### Pin map

Scale bar: 20 um. Pins as bars across the die edge, other pins in grey.
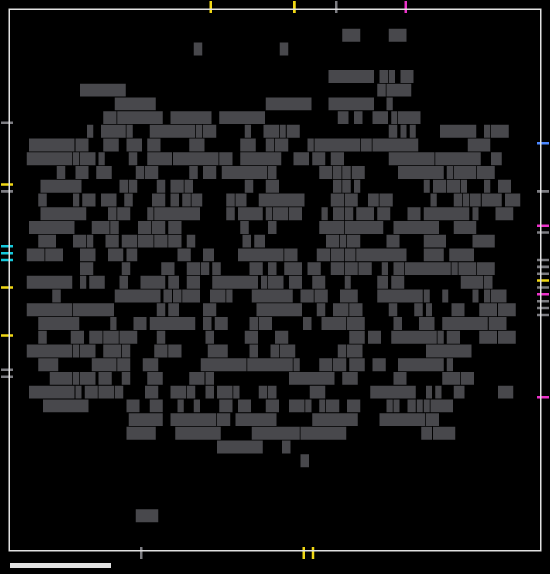
### Close-up of the layout

Scale bar: 20 um. Window x 28 to 78, y 50 to 100 um. Cells in grey, sequential cells in the stronger grey; small squares are vias.
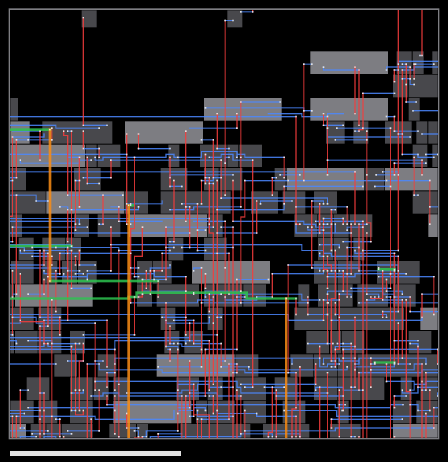
### Sequential cells coloured by netlist name

Scale bar: 20 um.
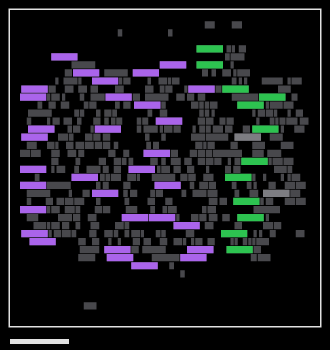
==> config.mk <==
export PLATFORM = sky130hd
export DESIGN_NAME = drum_step_sequencer
export DESIGN_NICKNAME = d
export VERILOG_FILES = /design/src/rtl/drum_step_sequencer.sv
export SDC_FILE = /design/constraint.sdc
export NUM_CORES = 1
export LEC_CHECK = 0
export CAP_MARGIN = 20
export CORE_AREA = 3 3 102 104
export CTS_CLUSTER_DIAMETER = 100
export DETAILED_ROUTE_END_ITERATION = 8
export DIE_AREA = 0 0 105 107
export GPL_TIMING_DRIVEN = 1
export PLACE_DENSITY = 0.55
export SLEW_MARGIN = 20
export SYNTH_ARGS = -nofsm -noshare
export SYNTH_HDL_FRONTEND = slang
export SYNTH_SLANG_ARGS = --single-unit
export TNS_END_PERCENT = 10
==> constraint.sdc <==
create_clock -name clk -period 1.73 [get_ports clk]
set_input_delay 0.346 -clock clk [delete_from_list [all_inputs] [get_ports clk]]
set_output_delay 0.346 -clock clk [all_outputs]
set_load 0.005 [all_outputs]
==> impl_metrics.tcl <==
# place-and-route summary
set metrics [dict create \
    rr_worst_depth 5 \
    syn_to_final_growth_pct 37.17 \
    critPathSlowestCell "mux4_1" \
    grt_busiest_layer "met2" \
    logic_gates 210 \
    dpl-instance-area_um2 3754 \
    warnings 32 \
    fp_util 0.2954 \
    maxPowerGroup "sequential cells" \
    mux_area_frac 0.1094 \
    power_frac_seq 0.415 \
    mostFrequentLayoutCells "buf_4, dfrtp_1, nor2_1" \
    pg_comb_uw 1260 \
    power_switching_uw 1050 \
    use_met1 0.1883 \
    power_report.internal_total_uw 2190 \
    finalSetupTns_ns 0 \
    cts_inserted_buffers 5 \
    ctsHoldBuffers 0 \
    rows 36 \
    met3_usage 0.02228 \
    netlist_area_um2 2848 \
    drc 0 \
    postLayoutSetupSlackWorst_ns 0.02081 \
    clk_pin_slew_ns 0.08 \
    grt_use_met2 0.2154 \
    adder_share 0.03515 \
    wirelength_mm 7.485 \
    grt_max_degree 47 \
    synth_flops 46 \
    core_um2 9639 \
    post_cts_buffers 2 \
    clockNetworkAreaShare 0.01954 \
    timing_worst_setup_path_type "input port to primary output" \
    fin_worst_skew_ns 0.005878 \
    synthTopCellsByCount "dfrtp_1, nor2_1, nor3_1" \
    avgSynthCellArea_um2 9.888 \
    fin_crit_ns 1.709 \
    synth-edff-count 0 \
    whs_ns 0.4072 \
    min-delay-path-class "input port to asynchronous set/reset pin" \
    htree_levels 2 \
    simple_gate_area_frac 0.2131 \
    yosysUniqueCellTypes 38 \
    dr.max_layer_used "met4" \
    status "finished clean" \
    cp.depth 4 \
    worstPathMaxFanout 4 \
    comb_area_um2 1614 \
    ir_worst_vdd_v 0.0003920 \
    comb_area_share 0.4132 \
    overflow 0 \
    antenna_cells 0 \
    yosys_warnings 0 \
    signal_buffers 103 \
    flops 46 \
    clockPowerShare 0.194 \
    grt_usage 0.1339 \
    viasPerCell 4.695 \
    rsz0062_at_grt "true" \
    grt_pass1_vias 2407 \
    compound_area_frac 0.1033 \
    synth_top_cell_by_count "dfrtp_1" \
    crit_arrival_ns 1.36 \
    drive_gt1_frac 0.3220 \
    syn-num-nets 314 \
    place_hpwl_mm 5.574 \
    tightest_slew_ns 0.4496 \
    wl_met2_mm 3.310 \
    fin_nets 408 \
    ys_seq_frac 0.4042 \
    yosys_area_um2 2848 \
    fill_cells 1027 \
    cts_tree "yes" \
    cts_buffer_depth 2 \
    swShare 0.3240 \
    p_total_uw 3239 \
    pwr.group.clock_uw 629 \
    largestClassByArea "combinational gates" \
    grt_pass1_wl_mm 11.99 \
    largest_register_ffs 32 \
    worst_setup_path_end_kind "primary output" \
    power.density_nw_per_um2 829.3 \
    post-place-ws_ns -0.7303 \
    r2r_slack_ns 0.12 \
    topCellsByArea "dfrtp_1, xnor2_1, mux4_1" \
    cts_root_buf "clkbuf_8" \
    top_logic_kind "simple AND/OR/NAND/NOR gates" \
    slowest_delay_ns 0.54 \
    finalMaxSlewViolations 0 \
]
Back to the opening pictures, 'Pin map':
Key: cyan = edit_step_i [pins 3, direction input, edge left]; blue = rst [pins 1, direction input, edge right]; yellow = row_o [pins 8, direction output, edge 3 left, 2 top, 2 bottom, 1 right]; magenta = trig_o [pins 4, direction output, edge 3 right, 1 top]
All pins by edge: 14 right, 10 left, 4 top, 3 bottom.
port bufs: 30
die height: 107 um
die width: 105 um

Back to the opening pictures, 'Close-up of the layout':
Key: green = metal 3; red = metal 2; blue = metal 1; orange = metal 4
Sequential cells in the window: 14. 137 logic cells have their middle in the window. Most frequent: buf_4 (32), dfrtp_1 (14), nor2_1 (9).

Back to the opening pictures, 'Sequential cells coloured by netlist name':
Key: green = timer_q [sequential cells 12]; purple = pattern_q [sequential cells 32]
Seq. pwr: 1350 uW
Seq/total area: 0.2947
final core occ: 0.4052
register area: 1151 um^2

Power and IR drop assume default switching activity.
